===== src/rtl/sdram_host_adapter.sv =====
`default_nettype none
// ============================================================================
// Module   : sdram_host_adapter
// Purpose  : Upstream front-end for the SDRAM controller. Host read/write
//            requests arrive over valid/ready and are queued in a small
//            command FIFO. Each request is then presented to the
//            controller's level-style host port. The controller's busy
//            output serves both as the acknowledge and as the completion
//            indication. Read data comes back to the host as a one-cycle
//            response pulse after a fixed capture delay.
// Revision : 1.0 - initial release
// ----------------------------------------------------------------------------
// Ports
//   clk            in   1            system clock, rising edge
//   rst            in   1            synchronous reset, active-high
//   req_valid      in   1            host request valid
//   req_ready      out  1            command FIFO can accept (0 during init)
//   req_write      in   1            1 = write, 0 = read
//   req_addr       in   HADDR_WIDTH  word address
//   req_wdata      in   16           write data
//   rsp_valid      out  1            one-cycle read-data pulse
//   rsp_rdata      out  16           read data, valid with rsp_valid
//   retry_count    out  8            saturating count of ack timeouts
//   sd_haddr       out  HADDR_WIDTH  controller haddr
//   sd_data_input  out  16           controller data_input
//   sd_rd_enable   out  1            controller rd_enable
//   sd_wr_enable   out  1            controller wr_enable
//   sd_busy        in   1            controller busy
//   sd_data_output in   16           controller data_output
// ============================================================================
module sdram_host_adapter #(
  parameter int HADDR_WIDTH = 24,
  parameter int FIFO_DEPTH  = 4,
  parameter int INIT_CYCLES = 32,
  parameter int RD_LATENCY  = 4,
  parameter int ACK_TIMEOUT = 255
) (
  input  logic                   clk,
  input  logic                   rst,
  input  logic                   req_valid,
  output logic                   req_ready,
  input  logic                   req_write,
  input  logic [HADDR_WIDTH-1:0] req_addr,
  input  logic [15:0]            req_wdata,
  output logic                   rsp_valid,
  output logic [15:0]            rsp_rdata,
  output logic [7:0]             retry_count,
  output logic [HADDR_WIDTH-1:0] sd_haddr,
  output logic [15:0]            sd_data_input,
  output logic                   sd_rd_enable,
  output logic                   sd_wr_enable,
  input  logic                   sd_busy,
  input  logic [15:0]            sd_data_output
);

  localparam int PTR_W   = $clog2(FIFO_DEPTH);
  localparam int CNT_W   = PTR_W + 1;
  localparam int ENTRY_W = 1 + HADDR_WIDTH + 16;
  localparam int DLY_MAX = (INIT_CYCLES > RD_LATENCY) ? INIT_CYCLES : RD_LATENCY;
  localparam int DLY_W   = $clog2(DLY_MAX + 1);
  localparam int TMO_W   = $clog2(ACK_TIMEOUT + 1);

  typedef enum logic [2:0] {
    S_INIT_WAIT = 3'd0,
    S_IDLE      = 3'd1,
    S_ISSUE     = 3'd2,
    S_ACTIVE    = 3'd3,
    S_RD_WAIT   = 3'd4
  } state_e;

  // --------------------------------------------------------------------------
  // Command FIFO: entry = {write, addr, wdata}
  // --------------------------------------------------------------------------
  logic [ENTRY_W-1:0] mem_q [FIFO_DEPTH];
  logic [PTR_W-1:0]   wr_ptr_q, wr_ptr_d;
  logic [PTR_W-1:0]   rd_ptr_q, rd_ptr_d;
  logic [CNT_W-1:0]   count_q, count_d;

  state_e             state_q;
  logic               fifo_full;
  logic               fifo_empty;
  logic               push;
  logic               pop;
  logic [ENTRY_W-1:0] head;
  logic               head_write;
  logic [HADDR_WIDTH-1:0] head_addr;
  logic [15:0]        head_wdata;

  assign fifo_full  = (count_q == CNT_W'(FIFO_DEPTH));
  assign fifo_empty = (count_q == '0);

  // The controller needs its init sequence before any traffic, so the host
  // is held off entirely until the init wait has expired.
  assign req_ready  = !fifo_full && (state_q != S_INIT_WAIT);
  assign push       = req_valid && req_ready;

  // Busy must be sampled low before a new request is started; this keeps
  // a fresh issue from overlapping the cycle in which busy falls.
  assign pop        = (state_q == S_IDLE) && !fifo_empty && !sd_busy;

  assign head       = mem_q[rd_ptr_q];
  assign head_write = head[ENTRY_W-1];
  assign head_addr  = head[16 +: HADDR_WIDTH];
  assign head_wdata = head[15:0];

  // Pointers wrap naturally because FIFO_DEPTH is a power of two.
  always_comb begin
    wr_ptr_d = wr_ptr_q;
    rd_ptr_d = rd_ptr_q;
    count_d  = count_q;
    if (push) begin
      wr_ptr_d = wr_ptr_q + PTR_W'(1);
    end
    if (pop) begin
      rd_ptr_d = rd_ptr_q + PTR_W'(1);
    end
    case ({push, pop})
      2'b10:   count_d = count_q + CNT_W'(1);
      2'b01:   count_d = count_q - CNT_W'(1);
      default: count_d = count_q;
    endcase
  end

  always_ff @(posedge clk) begin
    if (push) begin
      mem_q[wr_ptr_q] <= {req_write, req_addr, req_wdata};
    end
  end

  always_ff @(posedge clk) begin
    if (rst) begin
      wr_ptr_q <= '0;
      rd_ptr_q <= '0;
      count_q  <= '0;
    end else begin
      wr_ptr_q <= wr_ptr_d;
      rd_ptr_q <= rd_ptr_d;
      count_q  <= count_d;
    end
  end

  // --------------------------------------------------------------------------
  // Issue FSM with registered controller-side and response outputs
  // --------------------------------------------------------------------------
  logic [DLY_W-1:0]       dly_q;
  logic [TMO_W-1:0]       tmo_q;
  logic                   op_write_q;
  logic [HADDR_WIDTH-1:0] sd_haddr_q;
  logic [15:0]            sd_data_input_q;
  logic                   sd_rd_enable_q;
  logic                   sd_wr_enable_q;
  logic                   rsp_valid_q;
  logic [15:0]            rsp_rdata_q;
  logic [7:0]             retry_count_q;

  always_ff @(posedge clk) begin
    if (rst) begin
      state_q         <= S_INIT_WAIT;
      dly_q           <= DLY_W'(INIT_CYCLES - 1);
      tmo_q           <= '0;
      op_write_q      <= 1'b0;
      sd_haddr_q      <= '0;
      sd_data_input_q <= '0;
      sd_rd_enable_q  <= 1'b0;
      sd_wr_enable_q  <= 1'b0;
      rsp_valid_q     <= 1'b0;
      rsp_rdata_q     <= '0;
      retry_count_q   <= '0;
    end else begin
      rsp_valid_q <= 1'b0;
      case (state_q)
        S_INIT_WAIT: begin
          if (dly_q == '0) begin
            state_q <= S_IDLE;
          end else begin
            dly_q <= dly_q - DLY_W'(1);
          end
        end

        S_IDLE: begin
          if (pop) begin
            // Address/data stay in these registers until the next pop.
            sd_haddr_q      <= head_addr;
            sd_data_input_q <= head_wdata;
            op_write_q      <= head_write;
            sd_rd_enable_q  <= !head_write;
            sd_wr_enable_q  <= head_write;
            tmo_q           <= '0;
            state_q         <= S_ISSUE;
          end
        end

        S_ISSUE: begin
          if (sd_busy) begin
            sd_rd_enable_q <= 1'b0;
            sd_wr_enable_q <= 1'b0;
            state_q        <= S_ACTIVE;
          end else if (tmo_q == TMO_W'(ACK_TIMEOUT - 1)) begin
            // Controller is likely refreshing: note it and keep holding
            // the enable; the request is never abandoned.
            tmo_q <= '0;
            if (retry_count_q != 8'hFF) begin
              retry_count_q <= retry_count_q + 8'd1;
            end
          end else begin
            tmo_q <= tmo_q + TMO_W'(1);
          end
        end

        S_ACTIVE: begin
          if (!sd_busy) begin
            if (op_write_q) begin
              state_q <= S_IDLE;
            end else begin
              dly_q   <= DLY_W'(RD_LATENCY - 1);
              state_q <= S_RD_WAIT;
            end
          end
        end

        S_RD_WAIT: begin
          if (dly_q == '0) begin
            rsp_rdata_q <= sd_data_output;
            rsp_valid_q <= 1'b1;
            state_q     <= S_IDLE;
          end else begin
            dly_q <= dly_q - DLY_W'(1);
          end
        end

        default: begin
          state_q <= S_INIT_WAIT;
          dly_q   <= DLY_W'(INIT_CYCLES - 1);
        end
      endcase
    end
  end

  assign sd_haddr      = sd_haddr_q;
  assign sd_data_input = sd_data_input_q;
  assign sd_rd_enable  = sd_rd_enable_q;
  assign sd_wr_enable  = sd_wr_enable_q;
  assign rsp_valid     = rsp_valid_q;
  assign rsp_rdata     = rsp_rdata_q;
  assign retry_count   = retry_count_q;

endmodule
`default_nettype wire


===== config.mk =====
export PLATFORM = sky130hd
export DESIGN_NAME = sdram_host_adapter
export DESIGN_NICKNAME = d
export VERILOG_FILES = /design/src/rtl/sdram_host_adapter.sv
export SDC_FILE = /design/constraint.sdc
export NUM_CORES = 1
export LEC_CHECK = 0
export CAP_MARGIN = 20
export CORE_AREA = 2 2 137 139
export DETAILED_ROUTE_END_ITERATION = 16
export DIE_AREA = 0 0 139 141
export PLACE_DENSITY = 0.79
export SYNTH_ARGS = -nofsm -noshare
export SYNTH_HDL_FRONTEND = slang
export SYNTH_SLANG_ARGS = --single-unit

===== constraint.sdc =====
create_clock -name clk -period 8.2 [get_ports clk]
set_input_delay 1.23 -clock clk [delete_from_list [all_inputs] [get_ports clk]]
set_output_delay 1.23 -clock clk [all_outputs]
set_load 0.05 [all_outputs]

### Port wiring, run 1

Scale: 3 px per um.
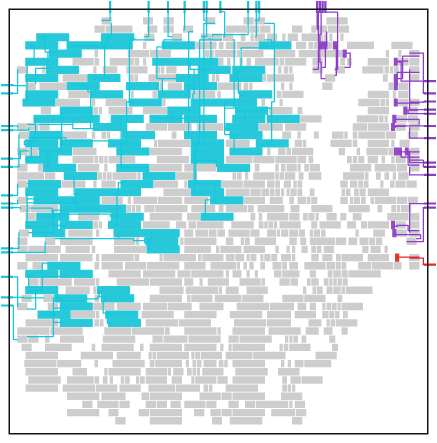
- sd_data_output: purple (bits 16; direction input; edge 12 right, 4 top; end cells 16; wire 355 um)
- req_addr: cyan (bits 24; direction input; edge 14 left, 10 top; end cells 96; wire 1,250 um)
- req_valid: red (bits 1; direction input; edge right; end cells 1; wire 15.3 um)
number of top-level pins: 129
Port Buf Inserts: 128

### M3 wires, run 1

Scale: 3 px per um. Cells faint in the background.
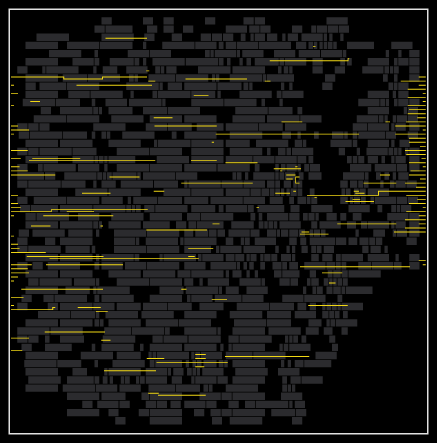
- main direction: horizontal
- share of all routed wire: 5.9%

### Cells colored by class, run 1

Scale: 2 px per um.
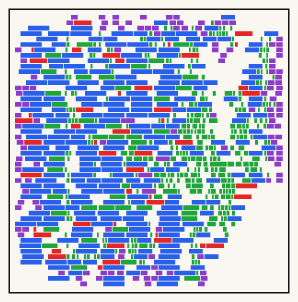
- combinational and other logic: green (cells 406; share of their area 24%)
- clock drivers and dummy loads: red (cells 46; share of their area 7.0%)
- remaining buffers and delay cells: purple (cells 132; share of their area 11%)
- sequential cells: blue (cells 258; share of their area 57%)
FP Rows: 50
fraction of area in registers: 55.9%

### The clock network, run 1

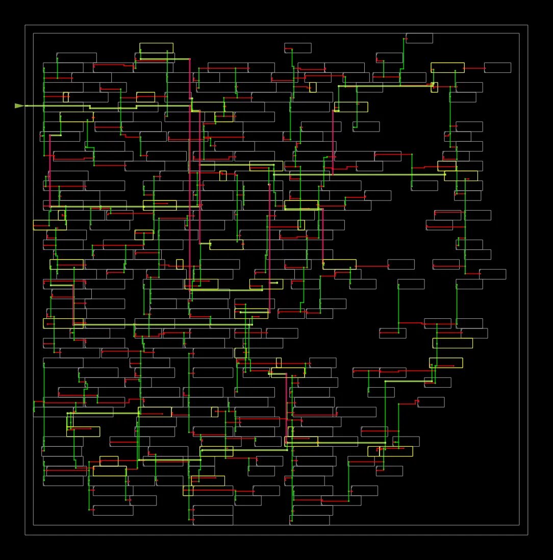
number of clock buffers inserted by TritonCTS: 25
TritonCTS Sinks: 258
clock group power: 1140 uW
Seq Cell Count: 258

==> impl_metrics.env, run 1 <==
# flow metrics
export IMPL_status="finished clean"
export IMPL_power_clock_fraction_pct=41.2
export IMPL_h_tree_depth=1
export IMPL_synthesis_yosys_warnings=0
export IMPL_achievable_frequency_mhz=200
export IMPL_grt_max_degree=94
export IMPL_total_power_uw=2780
export IMPL_part_of_the_total_power_dissipated_in_combinational_logic_pct=6.8
export IMPL_n_antenna_cell=0
export IMPL_post_synth_top_area_cell="edfxtp_1"
export IMPL_finalMaxSlewViolations=0
export IMPL_m1WireLength_mm=8.13
export IMPL_cp_arrival_ns=5.44
export IMPL_grt_setup_unrepaired="no"
export IMPL_critical_path_reg2reg_startpoint="state_q[0]"
export IMPL_timing_critical_path_slowest_cell_delay_ns=1.03
export IMPL_crit_type="in -> reg"
export IMPL_synthesis_nets=775
export IMPL_detailroute_wirelength_met2_mm=10.6
export IMPL_p_comb_uw=189
export IMPL_gpl_final_weighted_congestion=0.771
export IMPL_clock_tree_from_tritoncts="done"
export IMPL_cp_required_ns=8.65
export IMPL_post_cts_setup_buffers=0
export IMPL_fin_setup_tns_ns=0
export IMPL_finish_cell_count_without_fillers=1076
export IMPL_synth_top_cells_by_area="edfxtp_1 50%, dfxtp_1 19%, mux4_2 9.4%, nand2_1 4.9%, a21oi_1 3.7%"
export IMPL_num_nets_final=894
export IMPL_core_util_floorplan_pct=54.0
export IMPL_hold_worst_slack_ns=0.454
export IMPL_post_synth_top_area_fraction_pct=49.9
export IMPL_placed_cells_incl_taps=1026
export IMPL_worst_path_max_delay_cell="inv_2"
export IMPL_ys_types=58
export IMPL_sequentialPower_uw=1440
export IMPL_hpwlAfterDp_mm=11.8
export IMPL_vias_in_the_first_global_route=6234
export IMPL_warnings=30
export IMPL_ff_type="edfxtp_1"
export IMPL_finalWorstPathRequiredPeriod_ns=4.99
export IMPL_finalWorstSetupSlack_ns=3.21
export IMPL_track_usage_pct=19.6
export IMPL_num_vias=6104
export IMPL_maxCapViolations=0
export IMPL_regToRegEndpoint="count_q[2]"
export IMPL_synth_stat_cells=704
export IMPL_route_final_wire_length_mm=20.3
export IMPL_reg2reg_setup_slack_ns=4.08
export IMPL_power_top_consumer="sequential cells"
export IMPL_drt_first_iter_violations=506
export IMPL_min_delay_start="rsp_rdata[5]"
export IMPL_grt_overflow_total=0
export IMPL_die_y_um=141
export IMPL_drcViolationCount=0
export IMPL_floorplan_die_area_sq_mm=0.0196
export IMPL_wire_per_inst_um=18.9
export IMPL_worst_ir_drop_on_vdd_v=0.000199
export IMPL_post_cts_resized=0
export IMPL_final_min_period_over_clock_period_pct=60.8
export IMPL_hold_path_endpoint="rsp_rdata[5]"
export IMPL_synth_cells=704
export IMPL_ys_seq_elements=258
export IMPL_postPlaceCellArea_sq_mm=0.0113
export IMPL_gr_max_usage_layer="met2"
export IMPL_die_width_um=139
export IMPL_setup_worst_path_end="count_q[2]"
export IMPL_r2r_worst_path_cells=9
export IMPL_sw_frac_of_total_pct=21.7
export IMPL_post_synth_top_count_cell="edfxtp_1"
export IMPL_buffer_and_inverter_tally_for_the_worst_setup_path=3
export IMPL_post_synthesis_cell_area_sq_mm=0.00986
export IMPL_globalRouteMet1Util_pct=23.6
export IMPL_worstSetupPathDepth=10
export IMPL_leading_post_synthesis_cells_by_instance_count="164 x edfxtp_1, 128 x nand2_1, 94 x dfxtp_1, 72 x a21oi_1, 41 x mux4_2"
export IMPL_core_region_area_sq_mm=0.0183
export IMPL_drive_gt1_share_pct=12.5
export IMPL_critPathMaxFanout=44
export IMPL_clkLatencyLatePin_ns=0.52
export IMPL_yosys_stat_seqShare_pct=69.0
export IMPL_grt_first_pass_wirelength_mm=31.0
export IMPL_highest_layer="met4"
export IMPL_power_share_sequential_pct=52.0
export IMPL_pre_cts_setup_slack_ns=2.66
export IMPL_clock_path_buffers=3
export IMPL_antenna_violating_nets_post_route=0
export IMPL_post_route_util_pct=66.7
export IMPL_hold_depth=2
## run 1: kinds of logic after synthesis
kind of cell	synth area share, %
DFF	69.0
and+or+nand+nor	10.1
AOI/OAI and AO/OA	6.88
buffers and inverters	2.41
muxes	9.79
adders and majority gates	1.34
xor gates and xnor gates	0.444
## run 1: cell usage in the layout (no fill, tap or decap), drive strengths merged, types with 2 or more instances in the layout
cell / netlist / final
a211o: 2 / 2
a211oi: 4 / 4
a21oi: 72 / 72
a221o: 2 / 2
a221oi: 2 / 2
a31oi: 3 / 3
a41oi: 2 / 2
and2: 5 / 5
and3: 4 / 4
and4: 3 / 3
buf: 13 / 5
bufinv: 0 / 2
clkbuf: 27 / 34
clkdlybuf4s50: 0 / 127
clkinv: 0 / 7
dfxtp: 94 / 94
edfxtp: 164 / 164
ha: 9 / 9
inv: 16 / 18
mux2: 2 / 2
mux2i: 2 / 2
mux4: 41 / 41
nand2: 128 / 128
nand2b: 6 / 6
nand3: 14 / 14
nand4: 3 / 3
nand4b: 2 / 2
nor2: 20 / 20
nor2b: 3 / 3
nor3: 7 / 7
nor4: 2 / 2
o21ai: 15 / 15
o22a: 2 / 2
o31ai: 2 / 2
or2: 2 / 2
or3: 7 / 7
or4: 2 / 2
or4b: 3 / 3
xnor2: 2 / 2
xor2: 3 / 3
## run 1: sequential cells by signal (all words and copies together), names as in the netlist, 3 cells and up, named ones only
| register | flops |
|---|---|
| dly_q | 6 |
| state_q | 3 |
| sd_haddr | 24 |
| sd_data_input | 16 |
| mem_q | 164 |
| retry_count | 8 |
| rsp_rdata | 16 |
| count_q | 3 |
| tmo_q | 8 |
## run 1: cell type report
class                      count  area (sq um)
tap                          234           293
inverter                      16          60.1
clock inverter                12           118
sequential                   258          6810
clock buffer                  34           713
timing repair buffer         132          1360
multi-input combinational    390          2830
fill                        1247          6080
==> inputs of run 2 (changes only) <==
--- a/config.mk
+++ b/config.mk
@@ -6,10 +6,10 @@
 export NUM_CORES = 1
 export LEC_CHECK = 0
 export CAP_MARGIN = 20
-export CORE_AREA = 2 2 137 139
+export CORE_AREA = 2 2 145 147
 export DETAILED_ROUTE_END_ITERATION = 16
-export DIE_AREA = 0 0 139 141
-export PLACE_DENSITY = 0.79
+export DIE_AREA = 0 0 147 149
+export PLACE_DENSITY = 0.74
 export SYNTH_ARGS = -nofsm -noshare
 export SYNTH_HDL_FRONTEND = slang
 export SYNTH_SLANG_ARGS = --single-unit
==> constraint.sdc (replaced) <==
create_clock -name clk -period 4.51 [get_ports clk]
set_input_delay 0.6765 -clock clk [delete_from_list [all_inputs] [get_ports clk]]
set_output_delay 0.6765 -clock clk [all_outputs]
set_load 0.05 [all_outputs]
### Clock wires, drivers and flops, run 2

Scale: 3 px per um.
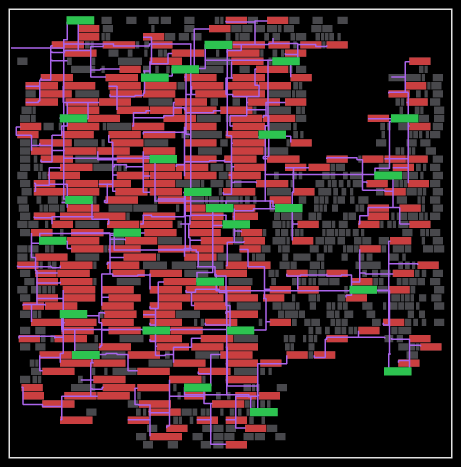
- clock drivers: green (count 26)
- clock wires: purple (length 2,790 um)
- flip-flops: red (count 258)
- flops lie: spread over the die
clock group power: 2100 uW
clock insertion delay at the later pin of the skew report: 0.52 ns
worst clock skew: 0.0102 ns
clock network power share: 41.5%

==> run 2 against run 1 <==
Synthesized cell count did not move. Clock power increased by 84%. Routed wire length fell by 5.0%. First-iteration DRC count down 8.7%. Critical path type is now reg -> out. Highest routed layer unchanged.
==> impl_metrics.env, run 2 <==
# flow metrics
export IMPL_status="finished clean"
export IMPL_vias_in_the_first_global_route=5800
export IMPL_synth_cells=704
export IMPL_grt_first_pass_wirelength_mm=30.8
export IMPL_maxCapViolations=0
export IMPL_die_y_um=149
export IMPL_core_util_floorplan_pct=48.0
export IMPL_cts_hold_buf=0
export IMPL_drcViolationCount=0
export IMPL_final_min_period_over_clock_period_pct=71.0
export IMPL_synthesis_nets=775
export IMPL_h_tree_depth=1
export IMPL_hpwlAfterDp_mm=11.7
export IMPL_warnings=30
export IMPL_clock_tree_from_tritoncts="done"
export IMPL_leading_post_synthesis_cells_by_instance_count="164 x edfxtp_1, 128 x nand2_1, 94 x dfxtp_1, 72 x a21oi_1, 41 x mux4_2"
export IMPL_num_vias=5994
export IMPL_yosys_stat_seqShare_pct=69.0
export IMPL_largest_register="mem_q"
export IMPL_placed_cells_incl_taps=1073
export IMPL_top_level_ports=129
export IMPL_floorplan_die_area_sq_mm=0.0219
export IMPL_crit_type="reg -> out"
export IMPL_synthesis_yosys_warnings=0
export IMPL_flop_area_sq_mm=0.00681
export IMPL_total_power_uw=5060
export IMPL_drive_gt1_share_pct=12.4
export IMPL_route_final_wire_length_mm=19.3
export IMPL_timing_critical_path_slowest_cell_delay_ns=0.77
export IMPL_cts_root_buf="clkbuf_16"
export IMPL_finalWorstPathRequiredPeriod_ns=3.20
export IMPL_area_delta_synth_final_pct=23.8
export IMPL_post_synth_top_count_cell="edfxtp_1"
export IMPL_die_width_um=147
export IMPL_mostFrequentLayoutCells="164 x edfxtp_1, 128 x nand2_1, 127 x clkdlybuf4s50_1"
export IMPL_core_region_area_sq_mm=0.0206
export IMPL_critPathMaxFanout=13
export IMPL_cp_arrival_ns=2.53
export IMPL_worst_ir_drop_on_vdd_v=0.000298
export IMPL_setup_worst_path_end_class="output port"
export IMPL_max_slew_worst_pin_slew_ns=1.07
export IMPL_postPlaceCellArea_sq_mm=0.0114
export IMPL_placement_rows=53
export IMPL_drt_first_iter_violations=462
export IMPL_post_cts_setup_buffers=0
export IMPL_ys_seq_elements=258
export IMPL_port_buffers=128
export IMPL_worst_path_max_delay_cell="clkdlybuf4s50_1"
export IMPL_grt_max_degree=94
export IMPL_hold_worst_slack_ns=0.451
export IMPL_ys_types=58
export IMPL_achievable_frequency_mhz=312
export IMPL_mi_logic_area_sq_mm=0.00283
export IMPL_post_synth_top_area_cell="edfxtp_1"
export IMPL_fin_setup_tns_ns=0
export IMPL_clock_path_buffers=3
export IMPL_antenna_violating_nets_post_route=0
export IMPL_gpl_final_weighted_congestion=0.794
export IMPL_post_synthesis_cell_area_sq_mm=0.00986
export IMPL_track_usage_pct=17.7
export IMPL_cts_num_sinks=258
export IMPL_synth_stat_cells=704
export IMPL_ff_type="edfxtp_1"
export IMPL_finalMaxSlewViolations=0
export IMPL_final_fill_count=1588
export IMPL_largest_reg_flops=164
export IMPL_grt_setup_unrepaired="no"
export IMPL_post_synth_top_area_fraction_pct=49.9
export IMPL_cts_buffers_inserted=26
export IMPL_grt_overflow_total=0
export IMPL_dominant_logic_cell_type_in_the_layout="edfxtp_1"
export IMPL_cp_required_ns=3.83
export IMPL_num_nets_final=897
export IMPL_n_antenna_cell=0
export IMPL_finish_cell_count_without_fillers=1121
export IMPL_synth_top_cells_by_area="edfxtp_1 50%, dfxtp_1 19%, mux4_2 9.4%, nand2_1 4.9%, a21oi_1 3.7%"
export IMPL_wire_per_inst_um=17.2
export IMPL_post_cts_resized=0
## run 2: metal layers
metal	track usage, %	share of wire (%)
met4	4.47	2.1
met5	0	0
met3	3.36	6.8
met2	30.6	50
met1	23.3	42
## run 2: path summary, 6_finish.rpt
path / start / to / slack [ns] / cells after the start
setup reg to reg: state_q[0] / mem_q[3][35] / 1.32 / 4
hold / removal: sd_data_input[4] / sd_data_input[4] / 0.45 / 2
hold reg to reg: sd_data_input[4] / sd_data_input[4] / 0.45 / 2
setup / recovery: state_q[0] / req_ready / 1.31 / 3
## run 2: power by group
part / switching [uW] / internal [uW]
clock: 870 / 1230
combinational: 183 / 149
sequential: 44.9 / 2580
## run 2: cell type report
| cell class | instances | area share (%) |
|---|---|---|
| multi-input combinational | 390 | 23.2 |
| tap | 275 | 2.82 |
| clock inverter | 14 | 1.09 |
| sequential | 258 | 55.8 |
| timing repair buffer | 134 | 10.8 |
| inverter | 16 | 0.492 |
| clock buffer | 34 | 5.83 |
## run 2: logic make-up (layout without fill, tap and decap cells)
group	Yosys count	after routing	synth area share [%]
muxes	45	45	9.79
and+or+nand+nor	214	214	10.1
adders and majority gates	10	10	1.34
xor gates and xnor gates	5	5	0.444
DFF	258	258	69.0
AOI/OAI and AO/OA	116	116	6.88
buffers and inverters	56	198	2.41
## run 2: worst max-delay path: cells and delay by family, from the launching register on
kind	cells	cell delay [ns]
AOI/OAI and AO/OA	1	0.19
buffers and inverters	1	0.77
DFF	1	0.43
and+or+nand+nor	1	0.61
## run 2: through the flow
step | utilization [%] | worst slack, ns
2_1_floorplan | - | 1.62
3_3_place_gp | 55.3 | 1.20
3_5_place_dp | 55.3 | 1.15
4_1_cts | 59.4 | 1.32
5_1_grt | 59.4 | 1.13
6_report | 59.4 | 1.31
==> inputs of run 3 (changes only) <==
--- a/config.mk
+++ b/config.mk
@@ -6,10 +6,10 @@
 export NUM_CORES = 1
 export LEC_CHECK = 0
 export CAP_MARGIN = 20
-export CORE_AREA = 2 2 145 147
+export CORE_AREA = 2 2 137 139
 export DETAILED_ROUTE_END_ITERATION = 16
-export DIE_AREA = 0 0 147 149
-export PLACE_DENSITY = 0.74
+export DIE_AREA = 0 0 139 141
+export PLACE_DENSITY = 0.79
 export SYNTH_ARGS = -nofsm -noshare
 export SYNTH_HDL_FRONTEND = slang
 export SYNTH_SLANG_ARGS = --single-unit
==> constraint.sdc (replaced) <==
create_clock -name clk -period 3.2 [get_ports clk]
set_input_delay 0.48 -clock clk [delete_from_list [all_inputs] [get_ports clk]]
set_output_delay 0.48 -clock clk [all_outputs]
set_load 0.05 [all_outputs]
### The clock network, run 3

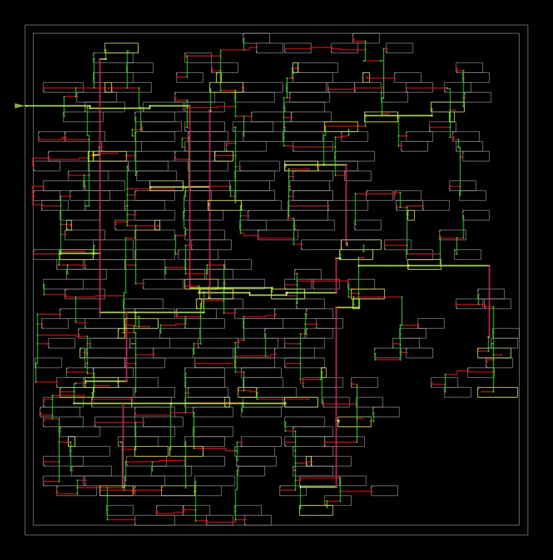
clock insertion delay at the later pin of the skew report: 0.54 ns
worst clock skew: 0.0228 ns
clock group power: 2890 uW

==> run 3 against run 2 <==
Core utilization increased by 7.6 points. Global-route usage increased by 3.0 points. Hold slack improved by 0.00091 ns. Critical path type unchanged. Largest power group unchanged. Highest routed layer unchanged.
==> impl_metrics.env, run 3 <==
# flow metrics
export IMPL_p_int_uw=5540
export IMPL_post_cts_resized=0
export IMPL_wire_per_inst_um=18.8
export IMPL_post_synth_top_area_cell="edfxtp_1"
export IMPL_grt_first_pass_wirelength_mm=32.5
export IMPL_part_of_the_total_power_dissipated_in_combinational_logic_pct=7.0
export IMPL_post_cts_setup_buffers=0
export IMPL_max_slew_worst_pin_slew_ns=0.999
export IMPL_warnings=30
export IMPL_synth_stat_cells=704
export IMPL_drcViolationCount=0
export IMPL_p_switching_uw=1540
export IMPL_floorplan_die_area_sq_mm=0.0196
export IMPL_placement_rows=50
export IMPL_critical_path_top_delay_family="buffers and inverters"
export IMPL_total_power_uw=7080
export IMPL_cp_required_ns=2.72
export IMPL_pre_cts_setup_slack_ns=0.516
export IMPL_port_buffers=128
export IMPL_cts_root_buf="clkbuf_16"
export IMPL_status="finished clean"
export IMPL_n_antenna_cell=0
export IMPL_finalWorstPathRequiredPeriod_ns=2.94
export IMPL_clock_tree_from_tritoncts="done"
export IMPL_post_synth_top_count_cell="edfxtp_1"
export IMPL_post_synth_top_area_fraction_pct=49.9
export IMPL_synth_cells=704
export IMPL_area_delta_synth_final_pct=24.0
export IMPL_synthesis_yosys_warnings=0
export IMPL_post_synth_ao_oa_area_fraction_pct=6.87
export IMPL_die_y_um=141
export IMPL_leading_post_synthesis_cells_by_instance_count="164 x edfxtp_1, 128 x nand2_1, 94 x dfxtp_1, 72 x a21oi_1, 41 x mux4_2"
export IMPL_mux_share_pct=9.79
export IMPL_maxCapViolations=0
export IMPL_drt_first_iter_violations=671
export IMPL_ys_seq_elements=258
export IMPL_h_tree_depth=1
export IMPL_finalWorstSetupSlack_ns=0.265
export IMPL_hold_worst_slack_ns=0.452
export IMPL_fin_setup_tns_ns=0
export IMPL_num_vias=6247
export IMPL_crit_type="reg -> out"
export IMPL_critPathMaxFanout=13
export IMPL_finalMaxSlewViolations=0
export IMPL_post_synthesis_cell_area_sq_mm=0.00986
export IMPL_antenna_violating_nets_post_route=0
export IMPL_grt_overflow_total=0
export IMPL_ys_sh_simple_pct=10.1
export IMPL_final_min_period_over_clock_period_pct=91.7
export IMPL_power_clock_fraction_pct=40.8
export IMPL_buffer_and_inverter_tally_for_the_worst_setup_path=1
export IMPL_power_share_sequential_pct=52.2
export IMPL_timing_critical_path_slowest_cell_delay_ns=0.86
export IMPL_top_level_ports=129
export IMPL_grt_max_degree=94
export IMPL_yosys_stat_seqShare_pct=69.0
export IMPL_clock_path_buffers=3
export IMPL_cts_hold_buf=0
export IMPL_mostFrequentLayoutCells="164 x edfxtp_1, 128 x nand2_1, 127 x clkdlybuf4s50_1"
export IMPL_drive_gt1_share_pct=12.5
export IMPL_hpwlAfterDp_mm=12.4
run 3: per-stage QoR:
step           std cells  area (sq um)  utilization [%]
2_1_floorplan        704          9860                -
3_3_place_gp        1036         11400             62.4
3_5_place_dp        1036         11400             62.4
4_1_cts             1084         12200             67.0
5_1_grt             1084         12200             67.0
6_report            1084         12200             67.0
run 3: final timing paths:
| kind | from | endpoint | slack, ns | depth (start not counted) |
|---|---|---|---|---|
| worst max register to register | state_q[0] | count_q[2] | 0.72 | 9 |
| worst min register to register | sd_data_input[10] | sd_data_input[10] | 0.45 | 2 |
| worst max-delay path | state_q[0] | req_ready | 0.26 | 3 |
| worst min-delay path | sd_data_input[10] | sd_data_input[10] | 0.45 | 2 |
run 3: logic make-up (layout without fill, tap and decap cells):
group,Yosys count,count (layout)
AOI/OAI and AO/OA,116,116
xor gates and xnor gates,5,5
adders and majority gates,10,10
buffers and inverters,56,202
DFF,258,258
muxes,45,45
and+or+nand+nor,214,214
run 3: area by class of cell:
type                            count  area [sq um]
Clock inverter                     11           101
Timing Repair Buffer              138          1400
Inverter                           16          60.1
Tap cell                          234           293
Multi-Input combinational cell    390          2830
Fill cell                        1257          6030
Clock buffer                       37           733
Sequential cell                   258          6810
run 3: power groups by stage:
stage	Combinational [uW]	Sequential (uW)	Clock (uW)
after CTS	492	3700	2940
after global placement	461	3760	0
after floorplan	284	3760	0
final	495	3700	2890
after global routing	528	3710	3060
after detailed placement	486	3770	0
run 3: per-layer routing:
metal | routed length [um] | track usage (%) | part of all wire, %
met2 | 10400 | 37.4 | 51
met5 | 0 | 0 | 0
met3 | 1080 | 3.43 | 5.3
met4 | 484 | 6.17 | 2.4
met1 | 8390 | 25.9 | 41
Power figures rest on the tool's default switching activity, not on a simulated workload.
